==> run_1/final_placement.png <==
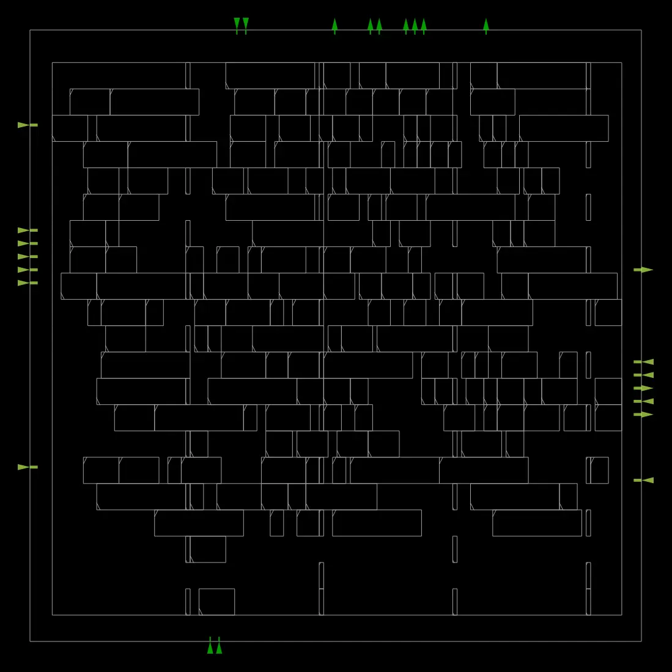
==> run_1/cell_classes.png <==
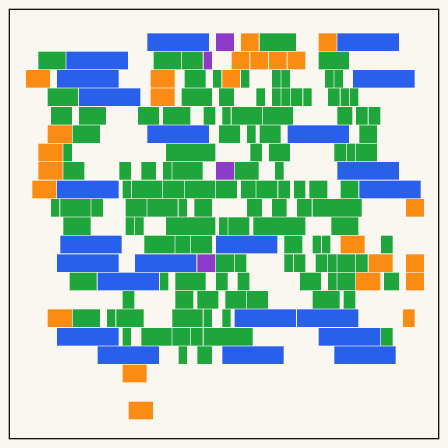
==> run_1/met3.png <==
The bar under the picture is 20 um long.
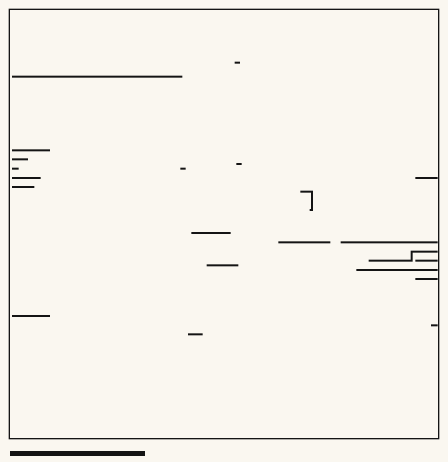
File: src/rtl/ifmap_window_scheduler_if.sv
// Bundle of control, row-descriptor and scratchpad-address signals.
// Links the IFMap window scheduler to its fill controller and MAC datapath.
interface ifmap_window_scheduler_if #(
  parameter int SPAD_ADDR_WIDTH = 2
);
  logic                       init;
  logic                       stall;
  logic                       row_valid;
  logic [SPAD_ADDR_WIDTH-1:0] start_data;
  logic [SPAD_ADDR_WIDTH-1:0] end_data;
  logic [SPAD_ADDR_WIDTH:0]   filter_size;
  logic [SPAD_ADDR_WIDTH:0]   stride;
  logic [SPAD_ADDR_WIDTH-1:0] ifmap_raddr;
  logic [SPAD_ADDR_WIDTH:0]   filt_raddr;
  logic                       mac_en;
  logic                       acc_clr;
  logic                       out_valid;
  logic                       done;
  logic                       busy;

  modport master (
    output init, stall, row_valid, start_data, end_data, filter_size, stride,
    input  ifmap_raddr, filt_raddr, mac_en, acc_clr, out_valid, done, busy
  );

  modport slave (
    input  init, stall, row_valid, start_data, end_data, filter_size, stride,
    output ifmap_raddr, filt_raddr, mac_en, acc_clr, out_valid, done, busy
  );
endinterface

File: src/rtl/ifmap_window_scheduler.sv
// Walks a resident IFMap row through F-tap sliding windows with stride S,
// issuing scratchpad read addresses and MAC control, one window at a time.
module ifmap_window_scheduler #(
  parameter int SPAD_ADDR_WIDTH = 2,
  parameter int SPAD_DEPTH      = 4
) (
  input logic                     clk,
  input logic                     rst,
  ifmap_window_scheduler_if.slave bus
);
  localparam int AW = SPAD_ADDR_WIDTH;
  localparam int CW = SPAD_ADDR_WIDTH + 2;

  localparam logic [2:0] S_IDLE     = 3'd0;
  localparam logic [2:0] S_WAIT_ROW = 3'd1;
  localparam logic [2:0] S_LOAD     = 3'd2;
  localparam logic [2:0] S_COMPUTE  = 3'd3;
  localparam logic [2:0] S_ROW_END  = 3'd4;

  logic [2:0]    r_state;
  logic [AW-1:0] r_start;
  logic [CW-1:0] r_len;
  logic [CW-1:0] r_filt;
  logic [CW-1:0] r_stride;
  logic [CW-1:0] r_off;
  logic [CW-1:0] r_k;
  logic          r_outValid;

  logic [CW-1:0] w_span;
  logic [CW-1:0] w_len;
  logic [CW-1:0] w_stride;
  logic [CW-1:0] w_reach;
  logic          w_fits;
  logic          w_lastTap;
  logic [AW-1:0] w_addr;

  // Row length wraps modulo the scratchpad depth, so end < start is a wrapped row.
  assign w_span    = (CW'(bus.end_data) - CW'(bus.start_data)) & CW'(SPAD_DEPTH - 1);
  assign w_len     = w_span + CW'(1);
  assign w_stride  = (bus.stride == '0) ? CW'(1) : CW'(bus.stride);
  assign w_reach   = r_off + r_filt;
  assign w_fits    = (w_reach <= r_len);
  assign w_lastTap = (r_k == (r_filt - CW'(1)));
  assign w_addr    = AW'(CW'(r_start) + r_off + r_k);

  always_ff @(posedge clk or negedge rst) begin
    if (!rst) begin
      r_state    <= S_IDLE;
      r_start    <= '0;
      r_len      <= '0;
      r_filt     <= '0;
      r_stride   <= '0;
      r_off      <= '0;
      r_k        <= '0;
      r_outValid <= 1'b0;
    end else if (!bus.stall) begin
      r_outValid <= 1'b0;
      case (r_state)
        S_IDLE: begin
          if (bus.init) r_state <= S_WAIT_ROW;
        end
        S_WAIT_ROW: begin
          if (bus.row_valid) begin
            r_start  <= bus.start_data;
            r_len    <= w_len;
            r_filt   <= CW'(bus.filter_size);
            r_stride <= w_stride;
            r_off    <= '0;
            r_k      <= '0;
            r_state  <= S_LOAD;
          end
        end
        S_LOAD: begin
          r_k     <= '0;
          r_state <= w_fits ? S_COMPUTE : S_ROW_END;
        end
        S_COMPUTE: begin
          // The result pulse rides on the following LOAD cycle.
          if (w_lastTap) begin
            r_outValid <= 1'b1;
            r_off      <= r_off + r_stride;
            r_k        <= '0;
            r_state    <= S_LOAD;
          end else begin
            r_k <= r_k + CW'(1);
          end
        end
        S_ROW_END: begin
          r_state <= S_WAIT_ROW;
        end
        default: begin
          r_state <= S_IDLE;
        end
      endcase
    end
  end

  always_comb begin
    bus.ifmap_raddr = '0;
    bus.filt_raddr  = '0;
    bus.mac_en      = 1'b0;
    bus.acc_clr     = 1'b0;
    if (r_state == S_COMPUTE) begin
      bus.ifmap_raddr = w_addr;
      bus.filt_raddr  = r_k[AW:0];
      bus.mac_en      = 1'b1;
      bus.acc_clr     = (r_k == '0);
    end
  end

  assign bus.out_valid = r_outValid;
  assign bus.done      = (r_state == S_ROW_END);
  assign bus.busy      = (r_state != S_IDLE);
endmodule

File: src/flat_wrapper.sv
// flat-port wrapper written by rule: the top's interface ports become plain ports
module ifmap_window_scheduler_flat 
#(
  parameter int SPAD_ADDR_WIDTH = 2,
  parameter int SPAD_DEPTH      = 4
)
  (clk, rst, bus_init, bus_stall, bus_row_valid, bus_start_data, bus_end_data, bus_filter_size, bus_stride, bus_ifmap_raddr, bus_filt_raddr, bus_mac_en, bus_acc_clr, bus_out_valid, bus_done, bus_busy);
  ifmap_window_scheduler_if #(.SPAD_ADDR_WIDTH(SPAD_ADDR_WIDTH)) bus_i ();
  input logic clk;
  input logic rst;
  input wire logic [$bits(bus_i.init)-1:0] bus_init;
  input wire logic [$bits(bus_i.stall)-1:0] bus_stall;
  input wire logic [$bits(bus_i.row_valid)-1:0] bus_row_valid;
  input wire logic [$bits(bus_i.start_data)-1:0] bus_start_data;
  input wire logic [$bits(bus_i.end_data)-1:0] bus_end_data;
  input wire logic [$bits(bus_i.filter_size)-1:0] bus_filter_size;
  input wire logic [$bits(bus_i.stride)-1:0] bus_stride;
  output wire logic [$bits(bus_i.ifmap_raddr)-1:0] bus_ifmap_raddr;
  output wire logic [$bits(bus_i.filt_raddr)-1:0] bus_filt_raddr;
  output wire logic [$bits(bus_i.mac_en)-1:0] bus_mac_en;
  output wire logic [$bits(bus_i.acc_clr)-1:0] bus_acc_clr;
  output wire logic [$bits(bus_i.out_valid)-1:0] bus_out_valid;
  output wire logic [$bits(bus_i.done)-1:0] bus_done;
  output wire logic [$bits(bus_i.busy)-1:0] bus_busy;
  assign bus_i.init = bus_init;
  assign bus_i.stall = bus_stall;
  assign bus_i.row_valid = bus_row_valid;
  assign bus_i.start_data = bus_start_data;
  assign bus_i.end_data = bus_end_data;
  assign bus_i.filter_size = bus_filter_size;
  assign bus_i.stride = bus_stride;
  assign bus_ifmap_raddr = bus_i.ifmap_raddr;
  assign bus_filt_raddr = bus_i.filt_raddr;
  assign bus_mac_en = bus_i.mac_en;
  assign bus_acc_clr = bus_i.acc_clr;
  assign bus_out_valid = bus_i.out_valid;
  assign bus_done = bus_i.done;
  assign bus_busy = bus_i.busy;
  ifmap_window_scheduler #(.SPAD_ADDR_WIDTH(SPAD_ADDR_WIDTH), .SPAD_DEPTH(SPAD_DEPTH)) u_core (.clk(clk), .rst(rst), .bus(bus_i));
endmodule
File: config.mk
export PLATFORM = sky130hd
export DESIGN_NAME = ifmap_window_scheduler_flat
export DESIGN_NICKNAME = d
export VERILOG_FILES = /design/src/rtl/ifmap_window_scheduler_if.sv /design/src/rtl/ifmap_window_scheduler.sv /design/src/flat_wrapper.sv
export SDC_FILE = /design/constraint.sdc
export NUM_CORES = 1
export LEC_CHECK = 0
export CAP_MARGIN = 20
export CORE_MARGIN = 2
export CORE_UTILIZATION = 45
export CTS_CLUSTER_DIAMETER = 60
export CTS_CLUSTER_SIZE = 30
export DETAILED_ROUTE_END_ITERATION = 12
export GPL_ROUTABILITY_DRIVEN = 0
export MAX_ROUTING_LAYER = met4
export PLACE_DENSITY = 0.78
export SLEW_MARGIN = 40
export SYNTH_ARGS = -nofsm -noshare
export SYNTH_HDL_FRONTEND = slang
export SYNTH_SLANG_ARGS = --single-unit
File: constraint.sdc
create_clock -name clk -period 3.3 [get_ports clk]
set_input_delay 0.66 -clock clk [delete_from_list [all_inputs] [get_ports clk]]
set_output_delay 0.66 -clock clk [all_outputs]
set_load 0.1 [all_outputs]
==> metrics.sh, run 1 <==
SYNTH_AREA_UM2=1580
CTS_CLK_PIN_SLEW_WORST_PATHS_NS=0.13
WORST_R2R_ENDPOINT='u_core.r_state[1]'
FF2FF_SETUP_SLACK_NS=0.86
ANTENNA-DIODE-COUNT=0
YOSYS-STAT-AREA_UM2=1580
DETAIL_ROUTE.FIRST_PASS.ITERATIONS=4
SYN_AREA_PER_CELL_UM2=10.1
FMAX_MHz=376
P_SWITCHING_mW=0.910
FINALCRITPERIODSHARE_PCT=80.6
POWER.COMBINATIONAL.FRACTION_PCT=61.4
GLOBAL_ROUTE.USAGE.MET1_PCT=21.5
NETLIST_LOGIC_FAMILY_TOP='AND-OR/OR-AND gates'
MET1_LENGTH_MM=1.39
SYNTH_ADDER_AREA_SHARE_PCT=14.9
CTS_TREE='built'
EDF_COUNT=0
LAYOUT.NON_CLOCK_INVERTERS=18
SETUP.WORST_PATH.END_CLASS='output port'
GRTUSAGETOTAL_PCT=18.3
LAYOUT.CELLS.MOST_COMMON_LIST='dfrtp_1 (23), inv_1 (18), ha_1 (14)'
NUMBER_OF_GLOBAL_ROUTE_VIAS_BEFORE_REPAIR=1230
IOPINCOUNT=25
CPLARGESTDELAYFAMILY='flip-flops'
PLACE.DETAILED.HPWL_MM=2.43
CLOCK_NETWORK_SHARE_OF_AREA_PCT=1.43
FP-UTILIZATION_PCT=46.9
GLOBAL_ROUTE_WIRE_LENGTH_BEFORE_REPAIR_MM=5.57
SETUP_VIOL_COUNT_FINAL=0
DETAILED_PLACE.AREA_UM2=1810
TIMING.HOLD.WS_NS=0.287
FRACTION_OF_FINAL_LAYOUT_CELLS_WITH_DRIVE_STRENGTH_GREATER_THAN_1_PCT=16.8
VDD_DROP_MAX_uV=416
SYNTH.YOSYS.WARNINGS=0
ANTENNA_VIOLATING_NETS_POST_ROUTE=0
MIN_PATH_TYPE='in2async'
LAYOUT_MIN_CYCLE_TIME_NS=2.66
YOSYSCELLCOUNT=156
LAYOUT.AREA.SEQ_UM2=576
POST-CTS-SETUP-BUFFER-COUNT=0
CRITICALPATHCATEGORY='reg2out'
P_SEQ_mW=0.538
ITER_0_DRT_VIOLATIONS=64
CP-STARTPOINT='u_core.r_k[0]'
REQUIRED_NS=2.64
DP_CELLS=221
TIMING.SLEW.HEADROOM_PCT=64.7
FINALHOLDVIOLATIONS=0
GRT_USE_MET2_PCT=32.3
SYNTHMUXAREASHARE_PCT=6.42
POWERCOMB_mW=1.07
NON_CLOCK_BUFFER_COUNT=24
DIE_WIDTH_UM=63.2
LAYOUT_TOP_REGISTERS='u_core.r_k: 4 flops, u_core.r_off: 4 flops'
CRITICAL_PATH.CELL_CHAIN='fa_1 -> xnor2_1 -> xnor2_1 -> nor2_1 -> buf_4'
PWR-SHARE-CLK_PCT=7.7
SETUP_WS_NS=0.639
MAX_STAGE_DELAY_NS=0.51
GRT_OVERFLOW=0
ASYNC_FLOP_SHARE_PCT=100
POST_LAYOUT_TOTAL_POWER_mW=1.74
TOP_CELLS_BY_AREA='dfrtp_1 (36%), ha_1 (11%), mux2_2 (6.4%)'
VIASPERCELL=5.33
ROUTEDWLPERCELL_UM=14.1
INTERNAL_POWER_mW=0.833
MAXPOWERGROUP='combinational cells'
GRT_SETUP_UNREPAIRED='no'
PATH_MAX_FANOUT=8
LAYOUT.CELLS.NON_FILLER=225
POWER_SWITCHING_SHARE_PCT=52.2
SYNTH.LARGEST_AREA_CELL='dfrtp_1'
YS_SEQ_SHARE_PCT=36.5
YS.FLOPS=23
CP_CAPTURE_POINT='bus_ifmap_raddr[1]'
NMULTIINPUTCOMBCELLS=110
TIGHTESTPINTRANSITION_NS=0.529
SYNTHDISTINCTLIBCELLS=42
DETAILEDPLACE.WORSTSLACK_NS=0.730
START_KIND='flop'
TIMING.SETUP.TNS_NS=0
FF_TYPE='dfrtp_1'
TOP_AREA_CELL_CLASS='multi-input combinational cells'
ANTENNA_VIOLATIONS_BEFORE_REPAIR=0
AREA.GROWTH.SYNTH_TO_FINAL_PCT=16.7
YOSYS_SIMPLE_SHARE_PCT=14.4
DRC_ERRORS=0
CRITICAL_PATH_CELL_COUNT=5
CTS.HOLD.BUFFERS_ADDED=0
CLOCKBUFFERDEPTH=2
NCLKBUFFERS=4
N_TAP_CELL=46
FINALNETCOUNT=212
TIMING.MAX_CAP.VIOLATIONS=0
SKEW_NS=0.0157
FILLERS=324
YOSYS.AREA_SHARE.XOR_XNOR_PCT=6.11
PLACEMENT.IO_BUFFERS=24
TOOL_WARNINGS=27
NETLIST.TOP_CELL.BY_INSTANCES='dfrtp_1'
SYNTHESIS.INSTANCES=156
POST_CTS_RESIZE_COUNT=0
ROUTED_LENGTH_ON_MET3_UM=116
DESIGN.DIE.AREA_UM2=4000
COMB-CELL-SHARE_PCT=49.1
TRITONCTS.NUM_BUFFERS=3
CRITICAL_PATH.MOST_COMMON_CELL='xnor2_1'
BUFAREASHARENONCLOCK_PCT=11.4
TIMING.REG2REG.WORST_PATH_DEPTH=8
GRT_MAX_DEGREE=24
LAYOUT_TOP_CELL='dfrtp_1'
RESULT_OF_THE_RUN='complete, no violations'
CLK-INSERTION-DELAY-LATE_NS=0.33
CRITPATHBUFINV=1
ARRIVAL_NS=2.00
POWER_FRAC_SEQ_PCT=30.9
SLOWEST_STAGE='dfrtp_1'
-- final_placement.png (at the start) --
placeable core area: 3360 um^2
std cell rows: 21
total number of sequential cells: 23

-- cell_classes.png (at the start) --
flops -> blue  # cells 23
clock drivers and dummy loads -> purple  # cells 4
all other logic -> green  # cells 128
other buffers and delay cells -> orange  # cells 24
share of the final layout cell area in sequential cells: 31.3%
Util after Layout: 54.7%
design area: 1840 um^2

-- met3.png (at the start) --
share of all routed wire = 3.7%
longest straight run = 24.8 um
nets with wire on the layer = 18
wire length on this layer = 116 um
fraction of met3 tracks used by global routing: 2.68%
routed vias: 1,200
wire length after detailed routing: 3.17 mm

==> run_1/density.png <==
6 x 6 tiles, from white (low) to dark blue (high), 0 to 100% covered.
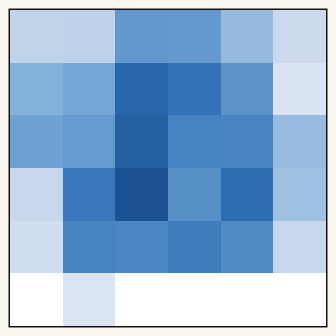

==> run 1 -> run 2 <==
--- a/config.mk
+++ b/config.mk
@@ -13,7 +13,7 @@
 export DETAILED_ROUTE_END_ITERATION = 12
 export GPL_ROUTABILITY_DRIVEN = 0
 export MAX_ROUTING_LAYER = met4
-export PLACE_DENSITY = 0.78
+export PLACE_DENSITY = 0.8
 export SLEW_MARGIN = 40
 export SYNTH_ARGS = -nofsm -noshare
 export SYNTH_HDL_FRONTEND = slang
==> constraint.sdc (replaced) <==
create_clock -name clk -period 2.32 [get_ports clk]
set_input_delay 0.464 -clock clk [delete_from_list [all_inputs] [get_ports clk]]
set_output_delay 0.464 -clock clk [all_outputs]
set_load 0.1 [all_outputs]
==> run_2/density.png <==
6 x 6 tiles, from white (low) to dark blue (high), 0 to 100% covered.
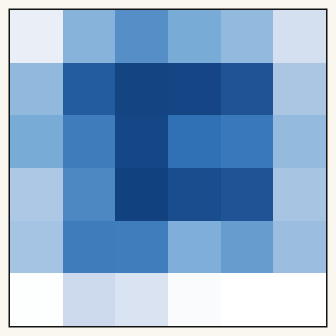
nearly empty tiles = 8.3%
mean over tiles = 50%
densest ninth of the die = middle
Util after Layout: 61.5%
Core Density at Floorplan: 46.9%

==> run_2/cell_classes.png <==
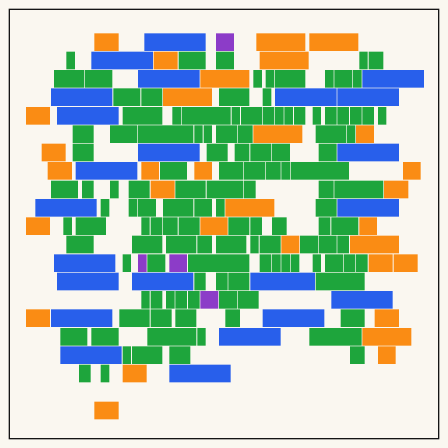
all other logic -> green  # cells 128
other buffers and delay cells -> orange  # cells 31
clock drivers and dummy loads -> purple  # cells 4
flops -> blue  # cells 23
design area: 2070 um^2
share of the final layout cell area in sequential cells: 27.9%

==> run 2 against run 1 <==
  * The flow now finishes with violations (setup timing)
  * Cell area up 12%
  * Sequential share of layout area down 3.4 points
  * Setup slack worse by 0.68 ns
  * Critical endpoint unchanged
  * Clock power up 46%
==> metrics.sh, run 2 <==
RESULT_OF_THE_RUN='finished with violations'  # was complete, no violations
FAILED_CHECKS='setup timing'
LAYOUT.AREA.SEQ_UM2=577  # was 576 um^2
LEAKAGE_nW=0.961  # was 0.883 nW
MIN_PATH_TYPE='in2async'  # unchanged
REGTOREGSTARTPOINT='u_core.r_off[0]'  # unchanged
FILLERS=279  # was 324
TOP_CELLS_BY_AREA='dfrtp_1 (36%), ha_1 (11%), mux2_2 (6.4%)'  # unchanged
FF2FF_SETUP_SLACK_NS=0.06  # was 0.86 ns
YOSYSCELLCOUNT=156  # unchanged
NON_CLOCK_BUFFER_COUNT=31  # was 24
AREA.GROWTH.SYNTH_TO_FINAL_PCT=31.0  # was 16.7%
USE_MET3_PCT=3.39  # was 2.68%
FINALHOLDVIOLATIONS=0  # unchanged
POST_CTS_RESIZE_COUNT=5  # was 0
MET1_LENGTH_MM=1.40  # was 1.39 mm
TIMING.MAX_CAP.VIOLATIONS=0  # unchanged
ROWS=21  # unchanged
MAX_STAGE_DELAY_NS=0.44  # was 0.51 ns
SYNTHESIS.INSTANCES=156  # unchanged
ROUTE.FINAL.WIRE_LENGTH_MM=3.53  # was 3.17 mm
CPLARGESTDELAYFAMILY='flip-flops'  # unchanged
TIMING_MAX_TRANSITION_VIOLATIONS_FINAL=0  # unchanged
YOSYS_SIMPLE_SHARE_PCT=14.4  # unchanged
VDD_DROP_MAX_uV=638  # was 416 uV
LAYOUT_TOP_CELL='dfrtp_1'  # unchanged
SYNTH_AREA_UM2=1580  # unchanged
YOSYS.AREA_SHARE.XOR_XNOR_PCT=6.11  # unchanged
CTS_CLK_PIN_SLEW_WORST_PATHS_NS=0.13  # about the same
CLOCK_NETWORK_SHARE_OF_AREA_PCT=1.27  # was 1.43%
FINALNETCOUNT=219  # was 212
YS.FLOPS=23  # unchanged
WORST_R2R_ENDPOINT='u_core.r_state[1]'  # unchanged
CRITPATHBUFINV=2  # was 1
START_KIND='flop'  # unchanged
CLK-INSERTION-DELAY-LATE_NS=0.33  # about the same
CRITICAL_PATH_CELL_COUNT=6  # was 5
P_SEQ_mW=0.755  # was 0.538 mW
YS_SEQ_SHARE_PCT=36.5  # unchanged
TIMING.SLEW.HEADROOM_PCT=62.9  # was 64.7%
SETUP_WS_NS=-0.0406  # was 0.639 ns
LAYOUT_TOP_REGISTERS='u_core.r_k: 4 flops, u_core.r_off: 4 flops'  # unchanged
ANTENNA-DIODE-COUNT=0  # unchanged
CRITICALPATHCATEGORY='reg2out'  # unchanged
MAXPOWERGROUP='combinational cells'  # unchanged
SYNTH_ADDER_AREA_SHARE_PCT=14.9  # unchanged
GLOBAL_ROUTE_WIRE_LENGTH_BEFORE_REPAIR_MM=5.98  # was 5.57 mm
GLOBAL_ROUTE.USAGE.MET1_PCT=23.4  # was 21.5%
FINALCRITPERIODSHARE_PCT=102
CRITICAL_PATH.CELL_CHAIN='buf_6 -> fa_2 -> xnor2_2 -> xnor2_1 -> nor2_2 -> buf_12'  # was fa_1 -> xnor2_1 -> xnor2_1 -> nor2_1 -> buf_4
SYNTHMUXAREASHARE_PCT=6.42  # unchanged
SLOWEST_STAGE='dfrtp_1'  # unchanged
FRACTION_OF_FINAL_LAYOUT_CELLS_WITH_DRIVE_STRENGTH_GREATER_THAN_1_PCT=24.2  # was 16.8%
LAYOUT_MIN_CYCLE_TIME_NS=2.36
CORE-AREA_UM2=3360  # unchanged
NETLIST_LOGIC_FAMILY_TOP='AND-OR/OR-AND gates'  # unchanged
ROUTED_LENGTH_ON_MET3_UM=141  # was 116 um
N_TAP_CELL=46  # unchanged
COMB-CELL-SHARE_PCT=46.2  # was 49.1%
GRTUSAGETOTAL_PCT=20.1  # was 18.3%
POWER-PER-CELL-AREA_nW_PER_UM2=1350  # was 947 nW/um^2
NMULTIINPUTCOMBCELLS=110  # unchanged
DP_CELLS=226  # was 221
EDF_COUNT=0  # unchanged
GRT_USE_MET2_PCT=32.6  # was 32.3%
ROUTE.MET2.WL_MM=1.87  # was 1.62 mm
DRC_ERRORS=0  # unchanged
TRITONCTS.NUM_BUFFERS=3  # unchanged
FMAX_MHz=424
SEQ_CELL_COUNT=23  # unchanged
SYNTH.YOSYS.WARNINGS=0  # unchanged
INTERNAL_POWER_mW=1.40  # was 0.833 mW
TIGHTESTPINTRANSITION_NS=0.556  # was 0.529 ns
ANTENNA_VIOLATIONS_BEFORE_REPAIR=0  # unchanged
LAYOUT.CELLS.NON_FILLER=232  # was 225
CP_CAPTURE_POINT='bus_ifmap_raddr[1]'  # unchanged
LAYOUT.CELLS.MOST_COMMON_LIST='dfrtp_1 (22), inv_1 (17), clkdlybuf4s50_1 (14)'  # was dfrtp_1 (23), inv_1 (18), ha_1 (14)
TIMING.HOLD.WS_NS=0.478  # was 0.287 ns
TOP_USAGE_LAYER='met2'  # unchanged
TIMING.REG2REG.WORST_PATH_DEPTH=8  # unchanged
CTS.HOLD.BUFFERS_ADDED=0  # unchanged
PWR-SHARE-CLK_PCT=7.0  # was 7.7%
CP-STARTPOINT='u_core.r_off[0]'  # was u_core.r_k[0]
GRT_OVERFLOW=0  # unchanged
TOP_AREA_CELL_CLASS='multi-input combinational cells'  # unchanged
TIMING.SETUP.TNS_NS=-0.0406  # was 0 ns
VIASPERCELL=5.43  # was 5.33
ROUTEDWLPERCELL_UM=15.2  # was 14.1 um
SKEW_NS=0.00604  # was 0.0157 ns
YOSYS-STAT-AREA_UM2=1580  # unchanged
SYN_AREA_PER_CELL_UM2=10.1  # unchanged
PLACE.DETAILED.HPWL_MM=2.70  # was 2.43 mm
ROUTED-VIA-COUNT=1259  # was 1,200
SYNTHDISTINCTLIBCELLS=42  # unchanged
DETAILEDPLACE.WORSTSLACK_NS=-0.0107  # was 0.730 ns
SYNTH.LARGEST_AREA_CELL='dfrtp_1'  # unchanged
PLACEMENT.IO_BUFFERS=24  # unchanged
YS_TOP_CELLS_BY_COUNT='dfrtp_1 (23), inv_1 (18), ha_1 (14), o21ai_0 (11), nand2_1 (10)'  # unchanged
POWERCOMB_mW=1.84  # was 1.07 mW
REQUIRED_NS=1.86  # was 2.64 ns
TOTAL_NUMBER_OF_CLOCK_TREE_SINKS=23  # unchanged
ANTENNA_VIOLATING_NETS_POST_ROUTE=0  # unchanged
FF_TYPE='dfrtp_1'  # unchanged
ITER_0_DRT_VIOLATIONS=95  # was 64
TOOL_WARNINGS=30  # was 27
POWER_FRAC_SEQ_PCT=27.0  # was 30.9%
DIE_WIDTH_UM=63.2  # unchanged
SETUP.WORST_PATH.END_CLASS='output port'  # unchanged
LAYOUT.NON_CLOCK_INVERTERS=18  # unchanged
CTS_TREE='built'  # unchanged
PATH_MAX_FANOUT=2  # was 8
ARRIVAL_NS=1.90  # was 2.00 ns
BUFAREASHARENONCLOCK_PCT=18.6  # was 11.4%
IOPINCOUNT=25  # unchanged
POWER.COMBINATIONAL.FRACTION_PCT=66.0  # was 61.4%
POST-CTS-SETUP-BUFFER-COUNT=1  # was 0
POST_LAYOUT_TOTAL_POWER_mW=2.79  # was 1.74 mW
COMPOUND_AREA_SHARE_PCT=15.0  # unchanged
DETAIL_ROUTE.FIRST_PASS.ITERATIONS=5  # was 4
DETAILED_PLACE.AREA_UM2=1980  # was 1810 um^2
NCLKBUFFERS=4  # unchanged
NETLIST.TOP_CELL.BY_INSTANCES='dfrtp_1'  # unchanged
POWER_SWITCHING_SHARE_PCT=49.7  # was 52.2%
SETUP_VIOL_COUNT_FINAL=1  # was 0
YOSYSTOPAREACELLSHARE_PCT=36.5  # unchanged
GRT_SETUP_UNREPAIRED='yes'  # was no
SYNTH_NETS=188  # unchanged
CLOCKBUFFERDEPTH=2  # unchanged
P_SWITCHING_mW=1.39  # was 0.910 mW
GRT_MAX_DEGREE=24  # unchanged
ASYNC_FLOP_SHARE_PCT=100  # unchanged
DESIGN.DIE.AREA_UM2=4000  # unchanged
NUMBER_OF_GLOBAL_ROUTE_VIAS_BEFORE_REPAIR=1305  # was 1,230
Power figures rest on the tool's default switching activity, not on a simulated workload.
